**config.mk**
```make
export PLATFORM = sky130hd
export DESIGN_NAME = int_ctrl
export DESIGN_NICKNAME = d
export VERILOG_FILES = /design/src/rtl/cpu_pkg.sv /design/src/rtl/irq_pending.sv /design/src/rtl/int_ctrl.sv
export SDC_FILE = /design/constraint.sdc
export NUM_CORES = 1
export LEC_CHECK = 0
export CAP_MARGIN = 10
export CORE_UTILIZATION = 40
export CTS_CLUSTER_SIZE = 25
export DETAILED_ROUTE_END_ITERATION = 16
export GPL_TIMING_DRIVEN = 0
export PLACE_DENSITY = 0.8
export SLEW_MARGIN = 20
export SYNTH_ARGS = -nofsm -noshare
export SYNTH_HDL_FRONTEND = slang
export SYNTH_SLANG_ARGS = --single-unit
```
**constraint.sdc**
```tcl
create_clock -name clk -period 2.3 [get_ports clk]
set_clock_uncertainty 0.15 [all_clocks]
set_input_delay 0.23 -clock clk [delete_from_list [all_inputs] [get_ports clk]]
set_output_delay 0.23 -clock clk [all_outputs]
set_load 0.01 [all_outputs]
```
**src/rtl/cpu_pkg.sv**
```systemverilog
//------------------------------------------------------------------------------
// Module      : cpu_pkg
// Description : Shared interrupt-controller types, constants and vector helper.
// Revision    : 1.0
//------------------------------------------------------------------------------
`default_nettype none

package cpu_pkg;

  localparam int          NUM_IRQ    = 4;
  localparam int          ID_W       = 2;
  localparam logic [31:0] VEC_BASE   = 32'h0000_0100;
  localparam logic [31:0] VEC_STRIDE = 32'd16;
  localparam logic [4:0]  ILR_IDX    = 5'd31;

  typedef enum logic [2:0] {
    ST_IDLE   = 3'd0,
    ST_DRAIN  = 3'd1,
    ST_SAVE   = 3'd2,
    ST_VECTOR = 3'd3,
    ST_ISR    = 3'd4
  } irq_state_t;

  function automatic logic [31:0] vec_addr(input logic [ID_W-1:0] id);
    return VEC_BASE + ({{(32-ID_W){1'b0}}, id} * VEC_STRIDE);
  endfunction

endpackage

`default_nettype wire

```
**src/rtl/irq_pending.sv**
```systemverilog
//------------------------------------------------------------------------------
// Module      : irq_pending
// Description : Rising-edge detect, pending latch, mask register and
//               fixed-priority (line 0 highest) winner select.
// Revision    : 1.0
//------------------------------------------------------------------------------
`default_nettype none

module irq_pending
  import cpu_pkg::*;
(
  input  logic               clk,
  input  logic               rst_n,
  input  logic [NUM_IRQ-1:0] irq_in,
  input  logic               mask_we,
  input  logic [NUM_IRQ-1:0] mask_wdata,
  input  logic [NUM_IRQ-1:0] ack,
  output logic               any_eligible,
  output logic [ID_W-1:0]    win_id
);

  logic [NUM_IRQ-1:0] r_irq_hist;
  logic [NUM_IRQ-1:0] r_pending;
  logic [NUM_IRQ-1:0] r_mask;
  logic [NUM_IRQ-1:0] w_rise;
  logic [NUM_IRQ-1:0] w_eligible;

  assign w_rise     = irq_in & ~r_irq_hist;
  assign w_eligible = r_pending & ~r_mask;

  // A new edge wins over an acknowledge landing on the same bit.
  always_ff @(posedge clk) begin
    if (!rst_n) begin
      r_irq_hist <= '0;
      r_pending  <= '0;
      r_mask     <= '1;
    end else begin
      r_irq_hist <= irq_in;
      r_pending  <= (r_pending & ~ack) | w_rise;
      if (mask_we) begin
        r_mask <= mask_wdata;
      end
    end
  end

  always_comb begin
    win_id = '0;
    for (int i = NUM_IRQ - 1; i >= 0; i--) begin
      if (w_eligible[i]) begin
        win_id = ID_W'(i);
      end
    end
  end

  assign any_eligible = |w_eligible;

endmodule

`default_nettype wire

```
**src/rtl/int_ctrl.sv**
```systemverilog
//------------------------------------------------------------------------------
// Module      : int_ctrl
// Description : Non-nesting interrupt entry sequencer: drain pipeline, save
//               resume PC to ILR, redirect fetch to the handler vector.
// Revision    : 1.0
//------------------------------------------------------------------------------
`default_nettype none

module int_ctrl
  import cpu_pkg::*;
(
  input  logic               clk,
  input  logic               rst_n,
  input  logic [NUM_IRQ-1:0] irq_in,
  input  logic               mask_we,
  input  logic [NUM_IRQ-1:0] mask_wdata,
  input  logic               reti,
  input  logic               pipe_empty,
  input  logic [31:0]        pc_fetch,
  output logic               stall_fetch,
  output logic               ilr_we,
  output logic [31:0]        ilr_data,
  output logic               pc_load,
  output logic [31:0]        pc_vec,
  output logic [NUM_IRQ-1:0] irq_ack,
  output logic               in_isr
);

  irq_state_t         r_state;
  irq_state_t         w_state_next;
  logic [31:0]        r_resume_pc;
  logic [ID_W-1:0]    r_cur_id;
  logic               w_any_eligible;
  logic [ID_W-1:0]    w_win_id;

  logic               w_stall;
  logic               w_ilr_we;
  logic [31:0]        w_ilr_data;
  logic               w_pc_load;
  logic [31:0]        w_pc_vec;
  logic [NUM_IRQ-1:0] w_ack;
  logic               w_in_isr;

  irq_pending u_irq_pending (
    .clk          (clk),
    .rst_n        (rst_n),
    .irq_in       (irq_in),
    .mask_we      (mask_we),
    .mask_wdata   (mask_wdata),
    .ack          (irq_ack),
    .any_eligible (w_any_eligible),
    .win_id       (w_win_id)
  );

  always_ff @(posedge clk) begin
    if (!rst_n) begin
      r_state     <= ST_IDLE;
      r_resume_pc <= '0;
      r_cur_id    <= '0;
    end else begin
      r_state <= w_state_next;
      if (r_state == ST_IDLE && w_any_eligible) begin
        r_resume_pc <= pc_fetch;
        r_cur_id    <= w_win_id;
      end
    end
  end

  always_comb begin
    w_state_next = r_state;
    w_stall      = 1'b0;
    w_ilr_we     = 1'b0;
    w_ilr_data   = '0;
    w_pc_load    = 1'b0;
    w_pc_vec     = '0;
    w_ack        = '0;
    w_in_isr     = 1'b0;
    case (r_state)
      ST_IDLE: begin
        if (w_any_eligible) w_state_next = ST_DRAIN;
      end
      ST_DRAIN: begin
        w_stall = 1'b1;
        if (pipe_empty) w_state_next = ST_SAVE;
      end
      ST_SAVE: begin
        w_stall      = 1'b1;
        w_ilr_we     = 1'b1;
        w_ilr_data   = r_resume_pc;
        w_state_next = ST_VECTOR;
      end
      ST_VECTOR: begin
        w_stall      = 1'b1;
        w_pc_load    = 1'b1;
        w_pc_vec     = vec_addr(r_cur_id);
        w_ack        = {{(NUM_IRQ-1){1'b0}}, 1'b1} << r_cur_id;
        w_state_next = ST_ISR;
      end
      ST_ISR: begin
        w_in_isr = 1'b1;
        if (reti) w_state_next = ST_IDLE;
      end
      default: w_state_next = ST_IDLE;
    endcase
  end

  // Outputs are forced low while reset is asserted so an aborted SAVE or
  // VECTOR never leaks a write or a PC redirect.
  assign stall_fetch = w_stall & rst_n;
  assign ilr_we      = w_ilr_we & rst_n;
  assign ilr_data    = rst_n ? w_ilr_data : '0;
  assign pc_load     = w_pc_load & rst_n;
  assign pc_vec      = rst_n ? w_pc_vec : '0;
  assign irq_ack     = rst_n ? w_ack : '0;
  assign in_isr      = w_in_isr & rst_n;

endmodule

`default_nettype wire
```
run_1/sizes.png
(6 px per µm)
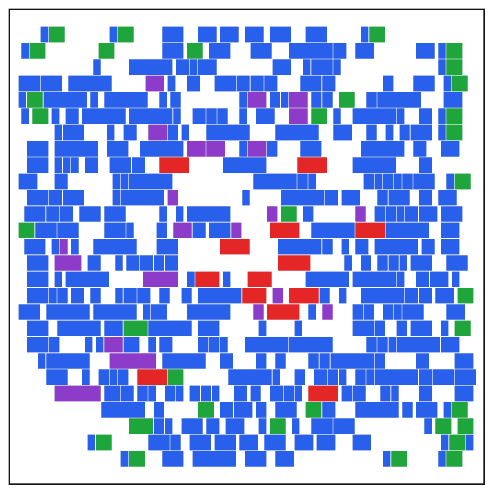
- red: _6 and larger (cells 13; share 3.1%)
- green: _3 and _4 cells (cells 34; share 8.2%)
- purple: _2 cells (cells 22; share 5.3%)
- blue: _0 and _1 cells (cells 344; share 83%)
Layout area overhead: 48.7%
crit path setup slack, layout: 0.118 ns
number of buffers outside the clock class in the layout: 137

run_1/io_fan.png
(4 px per µm)
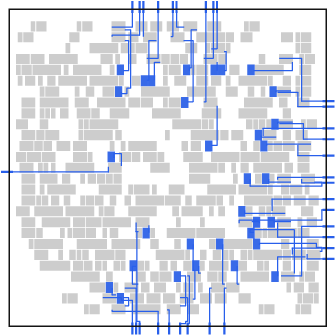
- blue: pc_fetch (bits 32; direction input; end cells 32; buffers 32; wire 730 µm)
buffers added on ports: 85
I/O pin cnt: 117

run_1/wires.png
(6 px per µm) Only two layers are drawn.
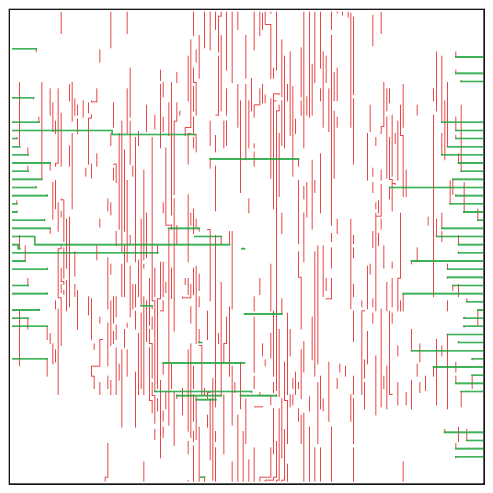
- green: metal 3 (wire length 472 µm)
- red: metal 2 (wire length 2850 µm)
Routed Wire Length: 5840 µm
via count: 2228
global-route total usage across every layer: 0.184

run_1/placement.png
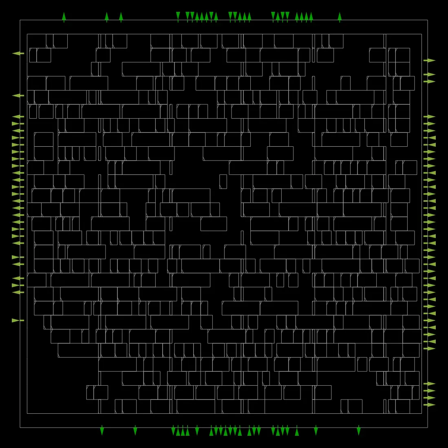
floorplan row count: 27
FFs & Latches: 49

## run 1: metal layers
layer / global-route usage / vias up
met5: 0 / -
met4: 0.0509 / 0
met3: 0.0517 / 8
met2: 0.327 / 88
met1: 0.216 / 995
li1: - / 1137
## run 1: synthesized netlist by cell type, types with 2 or more instances
master,n,area share
clkbuf_2,2,0.0042
nand2b_1,6,0.016
o21ai_2,9,0.033
nand4_1,2,0.0053
buf_8,2,0.013
nand2_1,46,0.073
o22ai_1,4,0.011
mux2i_1,4,0.017
buf_2,5,0.011
inv_1,6,0.0095
dfxtp_1,49,0.41
nor3b_1,2,0.0063
and2_1,34,0.090
clkbuf_1,8,0.013
a21oi_1,4,0.0085
buf_4,30,0.095
nor2_1,5,0.0079
o21ai_0,8,0.017
o21ai_1,18,0.038
buf_6,3,0.014
nand3_1,33,0.070
nor2b_1,2,0.0053
## run 1: kinds of logic after synthesis
family                 Yosys count  share of synthesized area
other                            1                    0.00159
flip-flops                      49                      0.415
multiplexers                     4                     0.0169
buffers and inverters           56                      0.159
AND-OR/OR-AND                   45                      0.117
AND/OR/NAND/NOR                135                      0.290
## run 1: area by class of cell
class	instances	area, µm²
multi-input cells	213	1130
flip-flops and latches	49	983
repair buffers	87	828
well taps	72	90.1
clock buffers	8	80.1
plain buffers	50	384
fillers	536	2090
inverters	6	22.5
## run 1: registers in the layout, indices dropped and copies added (netlist names)
register and cells:
r_resume_pc 32, r_cur_id 2, r_state 3, u_irq_pending.r_pending 4
u_irq_pending.r_irq_hist 4, u_irq_pending.r_mask 4
## run 1: critical path, cell delays in order, from the launching register on
cell and delay [ns]:
dfxtp_1 0.34, nand4b_1 0.29, inv_2 0.14, and3_1 0.19
clkdlybuf4s50_1 0.55
==> datasheet_impl.txt, run 1 <==
Table: implementation figures

Parameter                              Value

Worst setup path
  Critical setup path kind .................. reg -> out

Pwr
  Comb group .................. roughly 0.37 mW
  Leakage .................. 1.64 nW

Cells and area
  N_diodes .................. 0
  Layout cells sized above 1 .................. 0.167
  Commonest non-fill, non-tap cells in the layout .................. clkdlybuf4s50_1 (55), dfxtp_1 (47), nand2_1 (46), and2_1 (34), nand3_1 (33)

Floorplanning
  Floorplan Core Area .................. 5610 µm²
  Die span in y .................. slightly below 80 µm

Outcome
  Result of the run .................. finished, final reports clean

CTS
  Number of post-CTS setup repair buffers .................. 0
  Inserted Clock Buffers .................. 5
  CTS root buffer .................. clkbuf_8
  Number of hold buffers added after CTS .................. 0
  Insertion delay to the later sink of the worst-skew pair .................. 0.29 ns
  Maximum buffer depth of the clock tree .................. 2

Placement
  DP HPWL .................. approximately 4400 µm
  Placed inst area .................. 3410 µm²
  Final Wtd Congestion .................. 0.758

Synth
  Post-synth tally of flip-flops with integrated enable .................. 0
  Post-synthesis cell type count .................. 30

Timing
  Final Max-Slew Violation Tally .................. 0
  Final Cycle Share .................. 0.949

Detailed routing
  Detailed route wirelength on metal2 .................. approximately 2900 µm
  Met1 wire length .................. about 2400 µm
  Post-detailed-route count of antenna-violating nets .................. 0
  Drt first pass iters .................. 4

Global routing
  Number of antenna violations at the first check in global routing .................. 0
## Run 2: what changed since run 1
Settings changed: CELL_PAD_IN_SITES_DETAIL_PLACEMENT set to 1, CELL_PAD_IN_SITES_GLOBAL_PLACEMENT set to 2, CORE_MARGIN set to 2, CORE_UTILIZATION 40 to 21, PLACE_DENSITY 0.8 to not set, PLACE_DENSITY_LB_ADDON set to 0.1.
run_2/io_placement.png
(4 px per µm) Pins as bars across the die edge, other pins in grey.
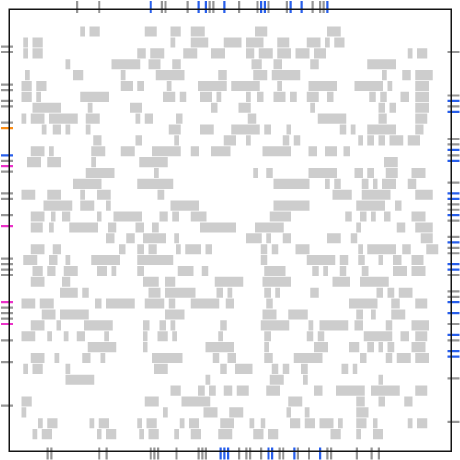
- orange: mask_we (pins 1; direction input; edge west)
- blue: pc_fetch (pins 32; direction input; edge 15 east, 9 north, 7 south, 1 west)
- magenta: irq_ack (pins 4; direction output; edge west)
die span in y: 110 µm
width of the die: 110 µm

==> run 2 against run 1 <==
Net effect:
- core utilization decreased by 29 points
- combinational power up 4%
- design area up 5.8%
- global-route usage is 6.8 points lower
- largest cell class unchanged
- via count shrank 0.90%
==> datasheet_impl.txt, run 2 <==
Table: implementation figures

Parameter                              Value

Detailed routing
  Routed Wire Length .................. 7110 µm (+22%)
  Drt first pass iters .................. 3 (-1)
  Post-detailed-route count of antenna-violating nets .................. 0 (unchanged)
  Via count .................. 2208 (-0.90%)

Cells and area
  Clock tree buffer count of the final layout .................. 5 (-3)
  Number of flip-flops under the largest register name .................. 32 (unchanged)
  Commonest non-fill, non-tap cells in the layout .................. clkdlybuf4s50_1 (58), dfxtp_1 (47), nand2_1 (46), and2_1 (34), nand3_1 (33)
  Area-dominant cell class after layout .................. non-clock buffers
  Non-clk buf share .................. 0.341 (-0.00355)
  FFs & Latches .................. 49 (unchanged)

Floorplanning
  I/O pin cnt .................. 117 (unchanged)
  Taps Inserted .................. 140 (+94%)
  Floorplan Core Area .................. 10900 µm² (+95%)
  Floorplan row count .................. 38 (+41%)

Placement
  Placed inst area .................. 3500 µm² (+2.5%)
  DP HPWL .................. 5330 µm (+21%)

Outcome
  Result of the run .................. finished, final reports clean

CTS
  Maximum buffer depth of the clock tree .................. 2 (unchanged)
  Number of hold buffers added after CTS .................. 0 (unchanged)

Global routing
  Number of antenna violations at the first check in global routing .................. 0 (unchanged)
  Global-route track usage on met2 .................. 0.199 (-0.128)
  Met3 track demand over resource .................. 0.0282 (-0.0235)

Synth
  Cell taking the most area after synthesis .................. dfxtp_1
  Top cells, area .................. dfxtp_1 (41%), buf_4 (9.5%), and2_1 (9.0%)

Timing
  Final Max-Slew Violation Tally .................. 0 (unchanged)
## run 2: cell counts after synthesis
No cell type changed its count.
## run 2: power by group through the flow
| stage | Combinational (mW) | Clock, mW | Sequential, mW |
|---|---|---|---|
| 6_report | 0.381 | 0.695 | 0.950 |
| 5_1_grt | 0.424 | 0.757 | 0.958 |
| 4_1_cts | 0.386 | 0.733 | 0.949 |
| 3_5_place_dp | 0.375 | 0 | 0.967 |
| 3_3_place_gp | 0.374 | 0 | 0.966 |
| 2_1_floorplan | 0.237 | 0 | 0.956 |
## run 2: kinds of logic (layout without fill, tap and decap cells)
kind of cell           Yosys count  count (layout)  synth area share
AND/OR/NAND/NOR                135             135             0.290
flip-flops                      49              49             0.415
AND-OR/OR-AND                   45              45             0.117
multiplexers                     4               4            0.0169
other                            1              29           0.00159
buffers and inverters           56             150             0.159
## run 2: final timing paths
kind,start,to,slack (ns),cells past startpoint
setup / recovery,r_state[0]$_SDFFE_PN0P_,ilr_data[20],0.08,6
hold / removal,mask_we,u_irq_pending.r_mask[3]$_SDFFE_PN1P_,0.18,3
setup reg to reg,r_state[1]$_SDFFE_PN0P_,r_resume_pc[15]$_SDFFE_PN0P_,0.55,6
hold reg to reg,u_irq_pending.r_irq_hist[3]$_SDFF_PN0_,u_irq_pending.r_pending[3]$_SDFF_PN0_,0.28,1
## run 2: critical path, stage by stage, from the launching register on
cell	delay, ns
dfxtp_2	0.35
nand2b_4	0.16
nor2_4	0.12
buf_12	0.13
clkbuf_8	0.15
and2_1	0.12
clkdlybuf4s50_1	0.53
## run 2: repair_timing
item / in CTS / in global routing
setup buffers: 1 / 0
resized: 33 / 12
pin swaps: 2 / 0
endpoints found under the setup margin: 35 / 13
gates cloned: 2 / 0
endpoints found under the hold margin: 0 / 0
run_2/placement.png
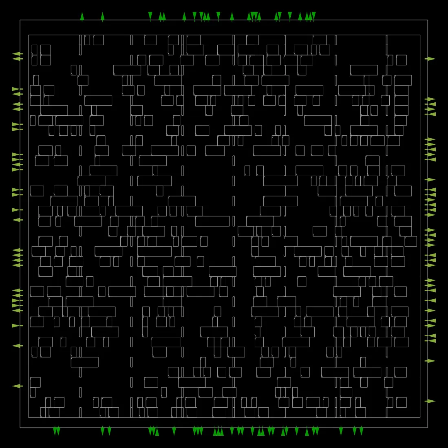

## Run 3: what changed since run 2
Settings changed: CORE_UTILIZATION 21 to 19, REMOVE_ABC_BUFFERS set to 1.
Clock period 2.3 ns to 1.9 ns, I/O delays scaled along.
run_3/placement.png
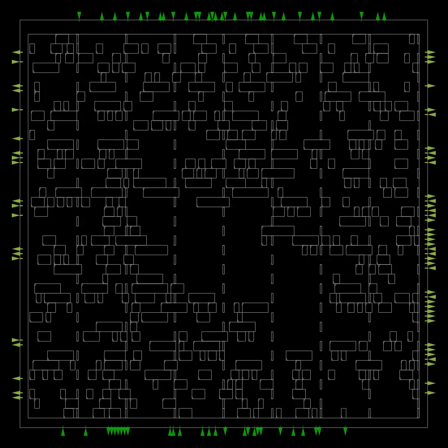
floorplan row count: 40
fin util: 0.294
total of fill cells in the finished design: 1413

==> run 3 against run 2 <==
Net effect:
- combinational power increased by 16%
- first-iteration DRC count rose to 2.5 times the previous value
- synthesized area did not move
- largest cell class is now multi-input combinational cells
- routed wire length is 5.4% lower
- sequential cell count unchanged
- sequential power is about 20% higher
- register-to-register slack lost 0.41 ns
- setup slack better by 0.0049 ns
- synthesized cell count stayed put
==> datasheet_impl.txt, run 3 <==
Table: implementation figures

Parameter                              Value

CTS
  Maximum buffer depth of the clock tree .................. 2 (unchanged)
  Number of hold buffers added after CTS .................. 0 (unchanged)

Min path
  Hold Crit Endpoint .................. u_irq_pending.r_irq_hist[3]$_SDFF_PN0_

Worst setup path
  Reg2reg start .................. r_state[0]$_SDFFE_PN0P_
  Cell with the largest stage delay on the worst path .................. dfxtp_4
  Worst R2R Setup Slack .................. 0.14 ns (-0.41 ns)
  Cells along the critical path .................. nand2b_4 -> nor2_4 -> buf_8 -> and2_1 -> clkdlybuf4s15_1
  CP startpoint .................. r_state[0]$_SDFFE_PN0P_
  Critical path endpoint .................. ilr_data[1]

Global routing
  Met3 track demand over resource .................. 0.0225 (-0.00573)
  Number of antenna violations at the first check in global routing .................. 0 (unchanged)

Floorplanning
  I/O pin cnt .................. 117 (unchanged)
  Width of the die .................. 116 µm (+4.9%)

Synth
  Xor+xnor area frac .................. 0 (unchanged)
  Cell taking the most area after synthesis .................. dfxtp_1
  Main kind of combinational logic by area .................. simple AND/OR/NAND/NOR gates

Cells and area
  Number of flip-flops under the largest register name .................. 32 (unchanged)

Timing
  Final Max-Slew Violation Tally .................. 0 (unchanged)

Outcome
  Result of the run .................. finished, final reports clean

Detailed routing
  Post-detailed-route count of antenna-violating nets .................. 0 (unchanged)
[run 3: cell count changes in the layout (fill, tap and decap cells not counted), sizes merged]
cell | before | now
clkbuf | 17 | 10
clkdlybuf4s50 | 58 | 44
dlymetal6s2s | 9 | 0
dlygate4sd2 | 18 | 7
buf | 41 | 37
clkdlybuf4s15 | 0 | 13
clkinv | 1 | 0
[run 3: power breakdown]
part           internal, mW  total [mW]  switching [mW]  leakage (nW)
sequential             1.11        1.15          0.0423         0.403
combinational         0.227       0.442           0.216          1.00
clock                 0.491       0.858           0.367        0.0652
[run 3: per-stage QoR]
stage | setup slack (ns) | hold slack (ns)
finish | 0.0876 | 0.183
global route | -0.0134 | 0.202
CTS | -0.0380 | 0.188
detailed placement | -0.401 | 0.275
global placement | -4.42 | 0.265
floorplan | -1.03 | 0.102
[run 3: critical path: cells and delay by family (launching register included)]
family | cells | cell delay (ns)
buffers and inverters | 2 | 0.40
flip-flops | 1 | 0.35
AND/OR/NAND/NOR | 3 | 0.44
[run 3: metal layers]
| metal | up-vias | share of wire | routed length (µm) |
|---|---|---|---|
| met5 | - | 0 | 0 |
| met4 | 0 | 0.0054 | 36 |
| met3 | 2 | 0.054 | 365 |
| met2 | 61 | 0.49 | 3290 |
| met1 | 958 | 0.45 | 3030 |
| li1 | 1072 | - | - |
[run 3: area by class of cell]
cell class | count | area share
Multi-Input combinational cell | 213 | 0.333
Timing Repair Buffer | 103 | 0.284
Sequential cell | 49 | 0.279
Tap cell | 168 | 0.0593
Clock buffer | 8 | 0.0385
Inverter | 6 | 0.00635
[run 3: timing repair]
action / CTS / global route
pin swaps: 2 / 0
buffers inserted: 9 / 2
setup endpoints to repair: 53 / 33
cloned: 2 / 0
gates resized: 137 / 20
Power and IR drop assume default switching activity.
